$ cat src/rtl/row_dec_pkg.sv
// Shared constants and decode helpers for the row-address decode path.
package row_dec_pkg;
  localparam int ROW_WORD_W     = 12;
  localparam int ROW_ADDR_W     = 8;
  localparam int SYND_MAX_VALID = 12;
  // Word index carrying Gray bit g0..g7.
  localparam int GRAY_MAP [ROW_ADDR_W] = '{2, 4, 5, 11, 8, 9, 10, 6};

  // Syndrome = XOR of the 1-based positions of all set bits.
  function automatic logic [3:0] hamming_syndrome(input logic [ROW_WORD_W-1:0] w);
    logic [3:0] s;
    s = '0;
    for (int i = 0; i < ROW_WORD_W; i++)
      if (w[i]) s = s ^ 4'(i + 1);
    return s;
  endfunction

  // MSB passes through; each lower bit folds in the binary bit above it.
  function automatic logic [ROW_ADDR_W-1:0] gray_to_bin(input logic [ROW_ADDR_W-1:0] g);
    logic [ROW_ADDR_W-1:0] b;
    b = '0;
    b[ROW_ADDR_W-1] = g[ROW_ADDR_W-1];
    for (int k = ROW_ADDR_W - 2; k >= 0; k--) b[k] = b[k+1] ^ g[k];
    return b;
  endfunction
endpackage

$ cat src/rtl/row_dec_arbiter_rr.sv
// Round-robin arbiter: one-hot grant searching upward from the pointer.
module rr_arbiter #(
  parameter int N_REQ = 4,
  parameter int SRC_W = 2
) (
  input  logic             clk,
  input  logic             rst_n,
  input  logic             en_i,
  input  logic [N_REQ-1:0] req_i,
  output logic [N_REQ-1:0] gnt_o,
  output logic [SRC_W-1:0] gnt_idx_o,
  output logic             gnt_vld_o
);
  logic [SRC_W-1:0] ptr_q, ptr_d;

  // First requester at or after the pointer, wrapping; pointer moves past the winner.
  always_comb begin
    gnt_o     = '0;
    gnt_idx_o = '0;
    gnt_vld_o = 1'b0;
    for (int k = 0; k < N_REQ; k++) begin
      if (en_i && !gnt_vld_o && req_i[(int'(ptr_q) + k) % N_REQ]) begin
        gnt_vld_o = 1'b1;
        gnt_idx_o = SRC_W'((int'(ptr_q) + k) % N_REQ);
      end
    end
    if (gnt_vld_o) gnt_o[gnt_idx_o] = 1'b1;
    ptr_d = gnt_vld_o ? SRC_W'((int'(gnt_idx_o) + 1) % N_REQ) : ptr_q;
  end

  // Pointer register.
  always_ff @(posedge clk or negedge rst_n) begin
    if (!rst_n) ptr_q <= '0;
    else        ptr_q <= ptr_d;
  end
endmodule

$ cat src/rtl/row_dec_arbiter.sv
// Shared Hamming/Gray row decoder: round-robin capture, then decode/output stage.
module row_dec_arbiter
  import row_dec_pkg::*;
#(
  parameter int N_REQ = 4,
  parameter int SRC_W = 2,
  parameter int CNT_W = 8
) (
  input  logic                        clk,
  input  logic                        rst_n,
  input  logic [N_REQ-1:0]            req_valid,
  input  logic [ROW_WORD_W*N_REQ-1:0] req_word,
  output logic [N_REQ-1:0]            req_ready,
  output logic                        out_valid,
  input  logic                        out_ready,
  output logic [ROW_ADDR_W-1:0]       out_row,
  output logic [SRC_W-1:0]            out_src,
  output logic                        out_corr,
  output logic                        out_uncorr,
  input  logic                        cnt_clr,
  output logic [CNT_W-1:0]            corr_cnt,
  output logic [CNT_W-1:0]            uncorr_cnt
);
  logic                  s1_valid_q;
  logic [ROW_WORD_W-1:0] s1_word_q;
  logic [SRC_W-1:0]      s1_src_q;
  logic                  out_valid_q, out_corr_q, out_uncorr_q;
  logic [ROW_ADDR_W-1:0] out_row_q;
  logic [SRC_W-1:0]      out_src_q;
  logic [CNT_W-1:0]      corr_cnt_q, uncorr_cnt_q;

  logic                  s1_free, s2_free, gnt_vld;
  logic [N_REQ-1:0]      gnt;
  logic [SRC_W-1:0]      gnt_idx;
  logic [3:0]            syn;
  logic [ROW_WORD_W-1:0] fixed;
  logic [ROW_ADDR_W-1:0] gray;
  logic                  dec_corr, dec_uncorr;

  assign s2_free = !out_valid_q || out_ready;
  assign s1_free = !s1_valid_q || s2_free;

  // Grants are suppressed while reset is held so req_ready reads 0 in reset.
  rr_arbiter #(.N_REQ(N_REQ), .SRC_W(SRC_W)) u_arb (
    .clk       (clk),
    .rst_n     (rst_n),
    .en_i      (s1_free && rst_n),
    .req_i     (req_valid),
    .gnt_o     (gnt),
    .gnt_idx_o (gnt_idx),
    .gnt_vld_o (gnt_vld)
  );
  assign req_ready = gnt;

  // Stage 1: capture the granted word; drains to empty when advancing without a grant.
  always_ff @(posedge clk or negedge rst_n) begin
    if (!rst_n) begin
      s1_valid_q <= 1'b0;
      s1_word_q  <= '0;
      s1_src_q   <= '0;
    end else if (s1_free) begin
      s1_valid_q <= gnt_vld;
      if (gnt_vld) begin
        s1_word_q <= req_word[ROW_WORD_W*gnt_idx +: ROW_WORD_W];
        s1_src_q  <= gnt_idx;
      end
    end
  end

  // Single-error correction (parity positions only raise the flag), then Gray bit pick.
  always_comb begin
    syn        = hamming_syndrome(s1_word_q);
    fixed      = s1_word_q;
    dec_corr   = (syn != 4'd0) && (int'(syn) <= SYND_MAX_VALID);
    dec_uncorr = int'(syn) > SYND_MAX_VALID;
    if (dec_corr) fixed[int'(syn) - 1] = ~fixed[int'(syn) - 1];
    gray = '0;
    for (int k = 0; k < ROW_ADDR_W; k++) gray[k] = fixed[GRAY_MAP[k]];
  end

  // Stage 2: output registers, held while downstream stalls.
  always_ff @(posedge clk or negedge rst_n) begin
    if (!rst_n) begin
      out_valid_q  <= 1'b0;
      out_row_q    <= '0;
      out_src_q    <= '0;
      out_corr_q   <= 1'b0;
      out_uncorr_q <= 1'b0;
    end else if (s2_free) begin
      out_valid_q  <= s1_valid_q;
      out_row_q    <= gray_to_bin(gray);
      out_src_q    <= s1_src_q;
      out_corr_q   <= dec_corr;
      out_uncorr_q <= dec_uncorr;
    end
  end

  // Saturating error counters on delivered results; clear wins over increment.
  always_ff @(posedge clk or negedge rst_n) begin
    if (!rst_n) begin
      corr_cnt_q   <= '0;
      uncorr_cnt_q <= '0;
    end else if (cnt_clr) begin
      corr_cnt_q   <= '0;
      uncorr_cnt_q <= '0;
    end else if (out_valid_q && out_ready) begin
      if (out_corr_q && corr_cnt_q != '1)     corr_cnt_q   <= corr_cnt_q + CNT_W'(1);
      if (out_uncorr_q && uncorr_cnt_q != '1) uncorr_cnt_q <= uncorr_cnt_q + CNT_W'(1);
    end
  end

  assign out_valid  = out_valid_q;
  assign out_row    = out_row_q;
  assign out_src    = out_src_q;
  assign out_corr   = out_corr_q;
  assign out_uncorr = out_uncorr_q;
  assign corr_cnt   = corr_cnt_q;
  assign uncorr_cnt = uncorr_cnt_q;
endmodule

$ cat config.mk
export PLATFORM = sky130hd
export DESIGN_NAME = row_dec_arbiter
export DESIGN_NICKNAME = d
export VERILOG_FILES = /design/src/rtl/row_dec_pkg.sv /design/src/rtl/row_dec_arbiter_rr.sv /design/src/rtl/row_dec_arbiter.sv
export SDC_FILE = /design/constraint.sdc
export NUM_CORES = 1
export LEC_CHECK = 0
export ABC_AREA = 1
export CAP_MARGIN = 10
export CORE_ASPECT_RATIO = 0.75
export CORE_UTILIZATION = 54
export CTS_CLUSTER_DIAMETER = 150
export DETAILED_ROUTE_END_ITERATION = 10
export PLACE_DENSITY_LB_ADDON = 0.05
export SLEW_MARGIN = 40
export SYNTH_ARGS = -nofsm -noshare
export SYNTH_HDL_FRONTEND = slang
export SYNTH_HIERARCHICAL = 1
export SYNTH_SLANG_ARGS = --single-unit
$ cat constraint.sdc
create_clock -name clk -period 7.6 [get_ports clk]
set_clock_uncertainty 0.15 [all_clocks]
set_input_delay 0.76 -clock clk [delete_from_list [all_inputs] [get_ports clk]]
set_output_delay 0.76 -clock clk [all_outputs]
set_load 0.05 [all_outputs]
Figure 1. PDN straps and rails.
Bar = 20 um. Pins as bars on the die edge. Tap cells in gray.
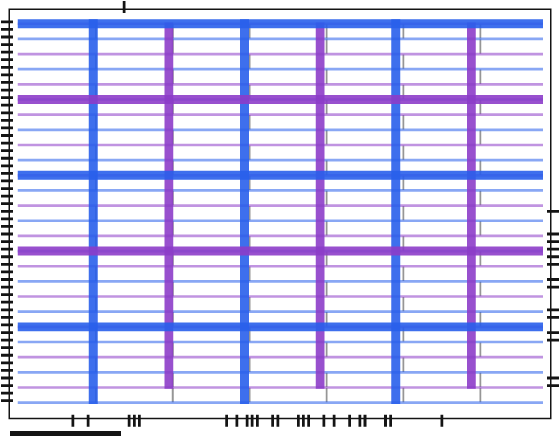
legend:
  purple:
    net: VDD
  blue:
    net: VSS
met5 straps: 5
signal pins: 89
met4 straps: 6

Figure 2. Placed cells, one color a class.
Bar = 20 um.
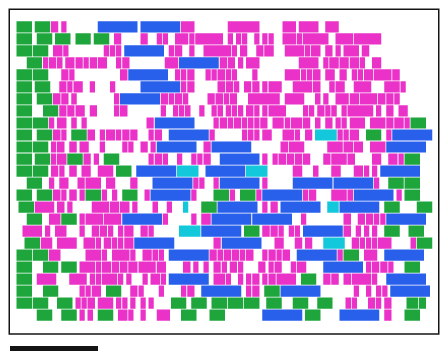
legend:
  green:
    class: other buffers and delay cells
    cells: 89
  blue:
    class: flip-flops
    cells: 46
  magenta:
    class: all other logic
    cells: 451
  cyan:
    class: clock drivers and dummy loads
    cells: 7
sequential cell area share: 0.2476
post-route cell area: 4649 um^2
row count: 25

Figure 3. Clock distribution.
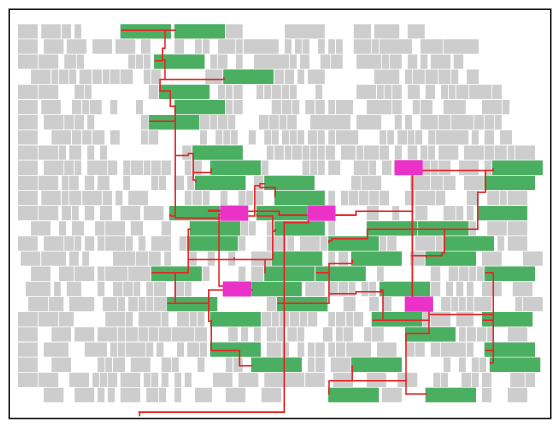
legend:
  red:
    item: clock wires
    length: 535 um
  green:
    item: flip-flops
    count: 46
  magenta:
    item: cells driving clock nets
    count: 5
routed clock nets: 6
worst skew pair latency: 0.30 ns

==> results.sh <==
# implementation run metrics
export IMPL_status="finished clean"
export IMPL_use_met3=0.05364
export IMPL_regMostFlops="s1_word_q"
export IMPL_enable_flop_cells=0
export IMPL_regToRegEndpoint="out_row[0]"
export IMPL_final_core_util=0.7251
export IMPL_drtIter0Drc=230
export IMPL_hold_viol_final=0
export IMPL_gp_congestion=0.8798
export IMPL_grt_overflow=0
export IMPL_antenna_found_initial=0
export IMPL_post_cts_resized=0
export IMPL_ios=89
export IMPL_cts_inserted_buffers=5
export IMPL_max_cap_viol_count=0
export IMPL_yosysMostFrequentCell="nand2_1"
export IMPL_reg2reg_from="s1_word_q[8]"
export IMPL_finalNetCount=660
export IMPL_largest_register_ffs=12
export IMPL_flop_cell="dfrtp_1"
export IMPL_rsz0062_at_grt="false"
export IMPL_slew_violations=0
export IMPL_wirelength_um=9063
export IMPL_layout_min_cycle_time_ns=5.261
export IMPL_ctsHoldBuffers=0
export IMPL_min_delay_path_depth=1
export IMPL_clockBufferDepth=2
==> per-stage QoR <==
| stage | instance area (um^2) | std cells | hold slack [ns] |
|---|---|---|---|
| final | 4649 | 674 | 0.3216 |
| after global placement | 4569 | 667 | 0.3005 |
| after floorplan | 3649 | 510 | 0.2900 |
| after detailed placement | 4569 | 667 | 0.3090 |
| after global routing | 4649 | 674 | 0.3465 |
| after CTS | 4649 | 674 | 0.3291 |
==> final cells by class <==
type | instances | area (um^2)
inverter | 60 | 230.2
timing repair buffer | 89 | 883.3
fill | 494 | 1763
tap | 81 | 101.3
sequential | 46 | 1151
clock buffer | 6 | 72.57
multi-input combinational | 391 | 2203
clock inverter | 1 | 7.507
